Figure 1. Clock network drawn from the DEF (run 1).
Drawn at 12 px/µm.
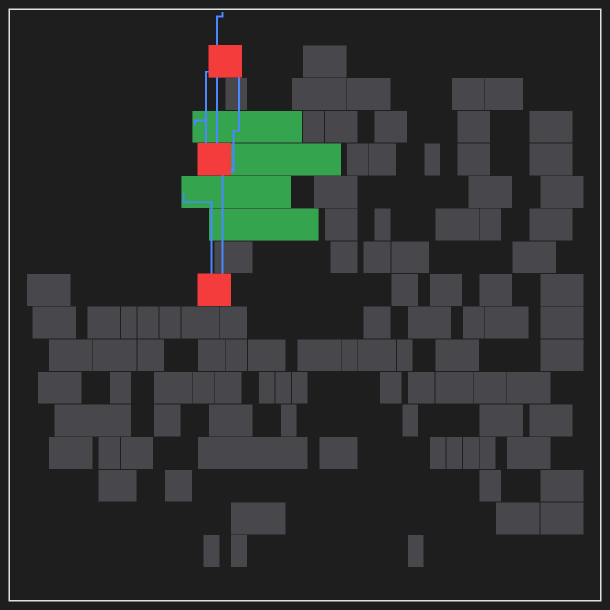
Figure 2. Clock routing (run 1).
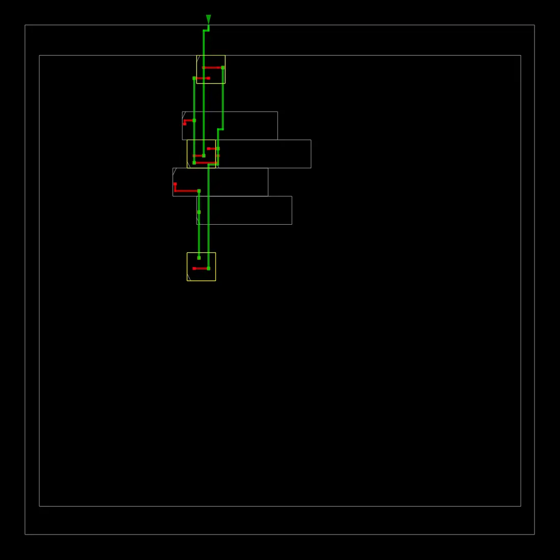
Figure 3. Ports around the boundary (run 1).
Drawn at 6 px/µm. Pins as bars across the die edge, other pins in gray.
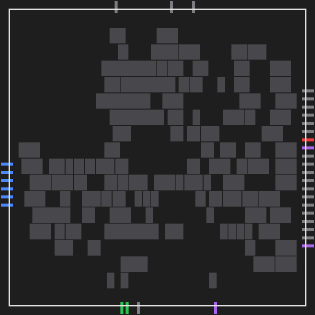
$ cat src/rtl/mips_mc_control.sv
// mips_mc_control
//   Multi-cycle control unit for the MIPS core. A Moore FSM steps each
//   instruction through fetch, decode, execute, memory access and write-back.
//   The datapath selects and write strobes are decoded from the registered
//   state. Two inputs also reach the outputs directly: mem_ready qualifies the
//   FETCH load strobes, and opcode drives illegal_op in DECODE and ext_mode.
//
//   Optional feature macro: MIPS_LOGIC_IMM_EN
//     Adds andi (0x0C), ori (0x0D) and lui (0x0F) through IEXEC/IWB, together
//     with the matching extender modes. When the macro is undefined, ext_mode
//     is constant 00.
//
// Ports
//   clk, reset_n       clock (rising edge), asynchronous active-low reset
//   opcode[5:0]        IR[31:26], stable from DECODE until the next FETCH
//   mem_ready          memory completes the current access this cycle
//   pc_write           unconditional PC load
//   pc_write_cond      branch-qualified PC load
//   iord               memory address select (0 = PC, 1 = ALUOut)
//   mem_read           memory read strobe
//   mem_write          memory write strobe
//   ir_write           instruction register load
//   reg_dst            register write address (0 = rt, 1 = rd)
//   mem_to_reg         register write data (0 = ALUOut, 1 = MDR)
//   reg_write          register-file write
//   alu_src_a          ALU A select (0 = PC, 1 = A)
//   alu_src_b[1:0]     ALU B select (00 = B, 01 = 4, 10 = ext, 11 = ext<<2)
//   alu_op[2:0]        000 add, 001 sub, 010 funct, 011 and, 100 or, 101 pass B
//   pc_src[1:0]        00 = ALU result, 01 = ALUOut, 10 = jump target
//   ext_mode[1:0]      00 = sign, 01 = zero, 10 = imm<<16
//   illegal_op         one-cycle pulse in DECODE on an undecoded opcode
//   state[3:0]         current FSM state, for debug
//
// Handshake: mem_ready is sampled only in FETCH, MEMRD and MEMWR. Each of
// these states holds, with its strobe and iord unchanged, until mem_ready=1.
// The access completes in the first cycle that mem_ready=1.
module mips_mc_control (
  input  logic       clk,
  input  logic       reset_n,
  input  logic [5:0] opcode,
  input  logic       mem_ready,
  output logic       pc_write,
  output logic       pc_write_cond,
  output logic       iord,
  output logic       mem_read,
  output logic       mem_write,
  output logic       ir_write,
  output logic       reg_dst,
  output logic       mem_to_reg,
  output logic       reg_write,
  output logic       alu_src_a,
  output logic [1:0] alu_src_b,
  output logic [2:0] alu_op,
  output logic [1:0] pc_src,
  output logic [1:0] ext_mode,
  output logic       illegal_op,
  output logic [3:0] state
);

  typedef enum logic [3:0] {
    S_FETCH  = 4'd0,
    S_DECODE = 4'd1,
    S_MEMADR = 4'd2,
    S_MEMRD  = 4'd3,
    S_MEMWB  = 4'd4,
    S_MEMWR  = 4'd5,
    S_EXEC   = 4'd6,
    S_ALUWB  = 4'd7,
    S_BRANCH = 4'd8,
    S_IEXEC  = 4'd9,
    S_IWB    = 4'd10,
    S_JUMP   = 4'd11
  } state_t;

  state_t state_q;

  // Opcode classification
  logic op_lw, op_sw, op_rtype, op_beq, op_addi, op_j, op_imm;
  assign op_lw    = (opcode == 6'h23);
  assign op_sw    = (opcode == 6'h2B);
  assign op_rtype = (opcode == 6'h00);
  assign op_beq   = (opcode == 6'h04);
  assign op_addi  = (opcode == 6'h08);
  assign op_j     = (opcode == 6'h02);

  logic [2:0] imm_alu_op;
  logic [1:0] ext_dec;

`ifdef MIPS_LOGIC_IMM_EN
  logic op_andi, op_ori, op_lui;
  assign op_andi = (opcode == 6'h0C);
  assign op_ori  = (opcode == 6'h0D);
  assign op_lui  = (opcode == 6'h0F);
  assign op_imm  = op_addi | op_andi | op_ori | op_lui;

  always_comb begin
    imm_alu_op = 3'b000;
    ext_dec    = 2'b00;
    if (op_andi) begin
      imm_alu_op = 3'b011;
      ext_dec    = 2'b01;
    end else if (op_ori) begin
      imm_alu_op = 3'b100;
      ext_dec    = 2'b01;
    end else if (op_lui) begin
      imm_alu_op = 3'b101;
      ext_dec    = 2'b10;
    end
  end
`else
  assign op_imm     = op_addi;
  assign imm_alu_op = 3'b000;
  assign ext_dec    = 2'b00;
`endif

  logic op_legal;
  assign op_legal = op_lw | op_sw | op_rtype | op_beq | op_imm | op_j;

  // State register. Codes 12-15 cannot be reached; the default arm pulls the
  // FSM back to FETCH if one ever appears.
  always_ff @(posedge clk or negedge reset_n) begin
    if (!reset_n) begin
      state_q <= S_FETCH;
    end else begin
      case (state_q)
        S_FETCH:  if (mem_ready) state_q <= S_DECODE;
        S_DECODE: begin
          if (op_lw || op_sw)  state_q <= S_MEMADR;
          else if (op_rtype)   state_q <= S_EXEC;
          else if (op_beq)     state_q <= S_BRANCH;
          else if (op_imm)     state_q <= S_IEXEC;
          else if (op_j)       state_q <= S_JUMP;
          else                 state_q <= S_FETCH;
        end
        S_MEMADR: state_q <= op_lw ? S_MEMRD : S_MEMWR;
        S_MEMRD:  if (mem_ready) state_q <= S_MEMWB;
        S_MEMWB:  state_q <= S_FETCH;
        S_MEMWR:  if (mem_ready) state_q <= S_FETCH;
        S_EXEC:   state_q <= S_ALUWB;
        S_ALUWB:  state_q <= S_FETCH;
        S_BRANCH: state_q <= S_FETCH;
        S_IEXEC:  state_q <= S_IWB;
        S_IWB:    state_q <= S_FETCH;
        S_JUMP:   state_q <= S_FETCH;
        default:  state_q <= S_FETCH;
      endcase
    end
  end

  assign state = state_q;

  // Output decode from the registered state
  always_comb begin
    pc_write      = 1'b0;
    pc_write_cond = 1'b0;
    iord          = 1'b0;
    mem_read      = 1'b0;
    mem_write     = 1'b0;
    ir_write      = 1'b0;
    reg_dst       = 1'b0;
    mem_to_reg    = 1'b0;
    reg_write     = 1'b0;
    alu_src_a     = 1'b0;
    alu_src_b     = 2'b00;
    alu_op        = 3'b000;
    pc_src        = 2'b00;
    illegal_op    = 1'b0;
    ext_mode      = (state_q == S_FETCH) ? 2'b00 : ext_dec;

    case (state_q)
      S_FETCH: begin
        mem_read  = 1'b1;
        alu_src_b = 2'b01;
        ir_write  = mem_ready;
        pc_write  = mem_ready;
      end
      S_DECODE: begin
        alu_src_b  = 2'b11;
        illegal_op = ~op_legal;
      end
      S_MEMADR: begin
        alu_src_a = 1'b1;
        alu_src_b = 2'b10;
      end
      S_MEMRD: begin
        mem_read = 1'b1;
        iord     = 1'b1;
      end
      S_MEMWB: begin
        reg_write  = 1'b1;
        mem_to_reg = 1'b1;
      end
      S_MEMWR: begin
        mem_write = 1'b1;
        iord      = 1'b1;
      end
      S_EXEC: begin
        alu_src_a = 1'b1;
        alu_op    = 3'b010;
      end
      S_ALUWB: begin
        reg_write = 1'b1;
        reg_dst   = 1'b1;
      end
      S_BRANCH: begin
        alu_src_a     = 1'b1;
        alu_op        = 3'b001;
        pc_write_cond = 1'b1;
        pc_src        = 2'b01;
      end
      S_IEXEC: begin
        alu_src_a = 1'b1;
        alu_src_b = 2'b10;
        alu_op    = imm_alu_op;
      end
      S_IWB: begin
        reg_write = 1'b1;
      end
      S_JUMP: begin
        pc_write = 1'b1;
        pc_src   = 2'b10;
      end
      default: begin
      end
    endcase

    // While reset is held, no write strobe may fire. The asynchronous reset
    // already puts the FSM in FETCH, so the remaining outputs show FETCH values.
    if (!reset_n) begin
      pc_write   = 1'b0;
      ir_write   = 1'b0;
      mem_write  = 1'b0;
      reg_write  = 1'b0;
      illegal_op = 1'b0;
    end
  end

endmodule

$ cat config.mk
export PLATFORM = sky130hd
export DESIGN_NAME = mips_mc_control
export DESIGN_NICKNAME = d
export VERILOG_FILES = /design/src/rtl/mips_mc_control.sv
export SDC_FILE = /design/constraint.sdc
export NUM_CORES = 1
export LEC_CHECK = 0
export CORE_UTILIZATION = 27
export DETAILED_ROUTE_END_ITERATION = 10
export PLACE_DENSITY = 0.61
export RECOVER_POWER = 25
export SLEW_MARGIN = 15
export SYNTH_ARGS = -nofsm -noshare
export SYNTH_HDL_FRONTEND = slang
export SYNTH_SLANG_ARGS = --single-unit
$ cat constraint.sdc
create_clock -name clk -period 3.1 [get_ports clk]
set_input_delay 0.62 -clock clk [delete_from_list [all_inputs] [get_ports clk]]
set_output_delay 0.62 -clock clk [all_outputs]
set_load 0.02 [all_outputs]
==> metrics.yaml, run 1 <==
worst_setup_path:
  crit_family: "buffers and inverters"
  critPathRequiredTime_ps: 2480
  crit_start: "reset_n"
  startpoint_type: "input port"
  r2r_cells: 3
  cp-end-kind: "output port"
  worstSetupPathType: "in -> out"
  r2r-end: "state[2]"
  rr_startpoint: "state[1]"
  cp_slowest_cell: "clkdlybuf4s50_1"
  cp.depth: 4
min_path:
  hold_start: "state[3]"
cells_and_area:
  regArea_um2: 100.1
  n_all_inverters: 1
  final_cells: 132
  fin_area_um2: 908.4
  num-multi-input-gates: 64
  largest_class: "combinational gates"
  drive_gt1_frac: 0.07619
  logic_area_um2: 432.9
  num_antenna_cells: 0
  syn2layout_area_growth_pct: 51.25
  fill_cells: 202
  seq_area_frac: 0.1102
  layout.nets: 116
flow_run:
  warnings: 26
synthesis:
  common_cells: "7 x nor2_1, 6 x buf_4, 6 x nor3_1"
  edf_count: 0
  simple_gate_share: 0.4333
  postSynthSeqShare: 0.1667
  ys_sh_aoi: 0.2083
  ys_sh_adder: 0
  yosys_area_um2: 600.6
  synth.distinct_cells: 38
  syn-instance-count: 77
  logic_family: "simple AND/OR/NAND/NOR gates"
die:
  tap_cells: 27
  rows: 16
global_route:
  antenna_found_initial: 0
  grt_usage: 0.1439
  grtUsageMet3: 0.02492
  grt.busiest_layer: "met2"
  use_met2: 0.2283
clock_network:
  cts-root-buf: "clkbuf_4"
  clkSlewWorstSetupHoldPaths_ps: 40
  postCtsHoldBufs: 0
  cts_buffer_depth: 2
  cts_tree: "yes"
pwr:
  switching_share: 0.4158
  power-top-group: "combinational logic"
  vdd_drop_max_mv: 0.2158
  power_leakage_uw: 0.0003425
placed_design:
  finalWeightedCongestion: 0.7199
timing:
  slew_headroom: 0.6308
route:
  wl_per_cell_um: 12.01
  ant_nets: 0
outcome:
  status: "complete, no violations"
Back to the opening pictures, Figure 1:
legend:
  red:
    item: cells driving clock nets
    count: 3
  blue:
    item: clock wires
    length: 61.9 µm
  green:
    item: flip-flops
    count: 4
routed clock nets: 4
flops lie: top middle
Clock net power: 62.4 µW
clock share of power: 0.193
Clock Latency Late Sink: 230 ps
clk_skew: 1.025 ps

Back to the opening pictures, Figure 2:
clk sinks: 4
number of clock-tree buffers in the layout: 3
cts bufs inserted: 3
Seq cells: 4

Back to the opening pictures, Figure 3:
legend:
  blue:
    port: opcode
    pins: 6
    direction: input
    edge: left
  purple:
    port: alu_op
    pins: 3
    direction: output
    edge: 2 right, 1 bottom
  red:
    port: mem_ready
    pins: 1
    direction: input
    edge: right
  green:
    port: ext_mode
    pins: 2
    direction: output
    edge: bottom
all pins by edge: 20 right, 6 left, 4 bottom, 3 top
port bufs: 29
Die X: 49.17 µm

Figure 4. Cells colored by class (run 1).
Drawn at 8 px/µm. Fill, decap, tap and diode cells in gray.
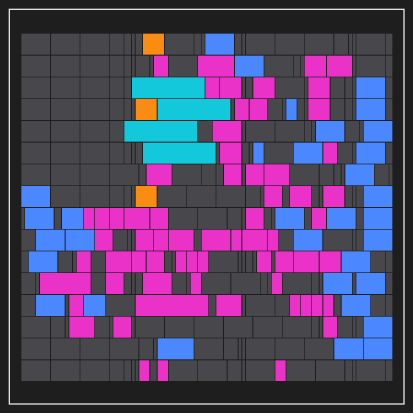

==> run 1 -> run 2 <==
==> constraint.sdc (replaced) <==
create_clock -name clk -period 3.09 [get_ports clk]
set_input_delay 0.618 -clock clk [delete_from_list [all_inputs] [get_ports clk]]
set_output_delay 0.618 -clock clk [all_outputs]
set_load 0.02 [all_outputs]
Figure 5. Cells colored by class (run 2).
Drawn at 8 px/µm. Fill, decap, tap and diode cells in gray.
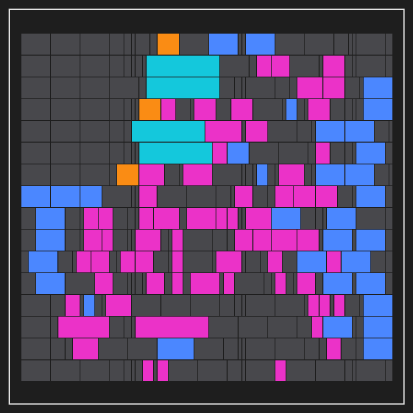
legend:
  cyan:
    class: flip-flops
    cells: 4
    share_of_their_area: 11%
  magenta:
    class: all other logic
    cells: 65
    share_of_their_area: 50%
  blue:
    class: other buffers and delay cells
    cells: 34
    share_of_their_area: 36%
  orange:
    class: cells driving clock nets
    cells: 3
    share_of_their_area: 2.6%
Core Util, Final: 0.4511
sequential share of cell area: 0.1097
Rows: 16

==> run 2 against run 1 <==
Compared with the run above: count of clock-buffer cells in the layout did not move; utilization grew 0.19 points; area after synthesis unchanged; sequential power shrank 4.3%; cell count rose by 0.76%; non-clock buffer count up 1; critical path depth did not move; cell area grew 0.41%; sequential cell count stayed put; synthesized cell count unchanged; critical endpoint unchanged; worst setup slack gained 19 ps.
==> metrics.yaml, run 2 <==
clock_network:
  cts_tree: "yes"
  insertion_delay_ps: 230  # about the same
  clkSlewWorstSetupHoldPaths_ps: 30  # about the same
  postCtsHoldBufs: 0  # unchanged
  cts-root-buf: "clkbuf_4"
die:
  die_x_um: 49.17  # unchanged
synthesis:
  edf_count: 0  # unchanged
  common_cells: "7 x nor2_1, 6 x buf_4, 6 x nor3_1"
  syn-instance-count: 77  # unchanged
  synth.distinct_cells: 38  # unchanged
  yosys_area_um2: 600.6  # unchanged
worst_setup_path:
  rr_startpoint: "state[0]"
  startpoint_type: "input port"
  r2r_cells: 4  # +1
  worstSetupPathType: "in -> out"
  r2r-end: "state[2]"
pwr:
  switching_share: 0.4098  # -0.005948
  vdd_drop_max_mv: 0.1636  # -24%
  power_clock_uw: 61.3  # -2%
route:
  ant_nets: 0  # unchanged
cells_and_area:
  fill_cells: 214  # +5.9%
  num-multi-input-gates: 64  # unchanged
  final_cells: 133  # +0.76%
  n_all_inverters: 1  # unchanged
  fin_area_um2: 912.1  # +0.41%
  drive_gt1_frac: 0.07547  # -0.0007188
  flops: 4  # unchanged
  regArea_um2: 100.1  # unchanged
global_route:
  grt_usage: 0.1394  # -0.004467
  use_met2: 0.2397  # +0.01142
  grtUsageMet3: 0.02492  # unchanged
  antenna_found_initial: 0  # unchanged
  grt.busiest_layer: "met2"
outcome:
  status: "complete, no violations"
placed_design:
  finalWeightedCongestion: 0.7294  # +1.3%
flow_run:
  warnings: 26  # unchanged
timing:
  clock-skew-final_ps: 1.729  # +0.7046 ps
Figure 6. Ports around the boundary (run 2).
Drawn at 6 px/µm. Pins as bars across the die edge, other pins in gray.
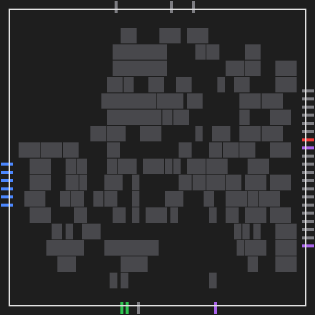
legend:
  green:
    port: ext_mode
    pins: 2
    direction: output
    edge: bottom
  blue:
    port: opcode
    pins: 6
    direction: input
    edge: left
  purple:
    port: alu_op
    pins: 3
    direction: output
    edge: 2 right, 1 bottom
  red:
    port: mem_ready
    pins: 1
    direction: input
    edge: right
all pins by edge: 20 right, 6 left, 4 bottom, 3 top
die height: 49.17 µm

Power and IR drop assume default switching activity.
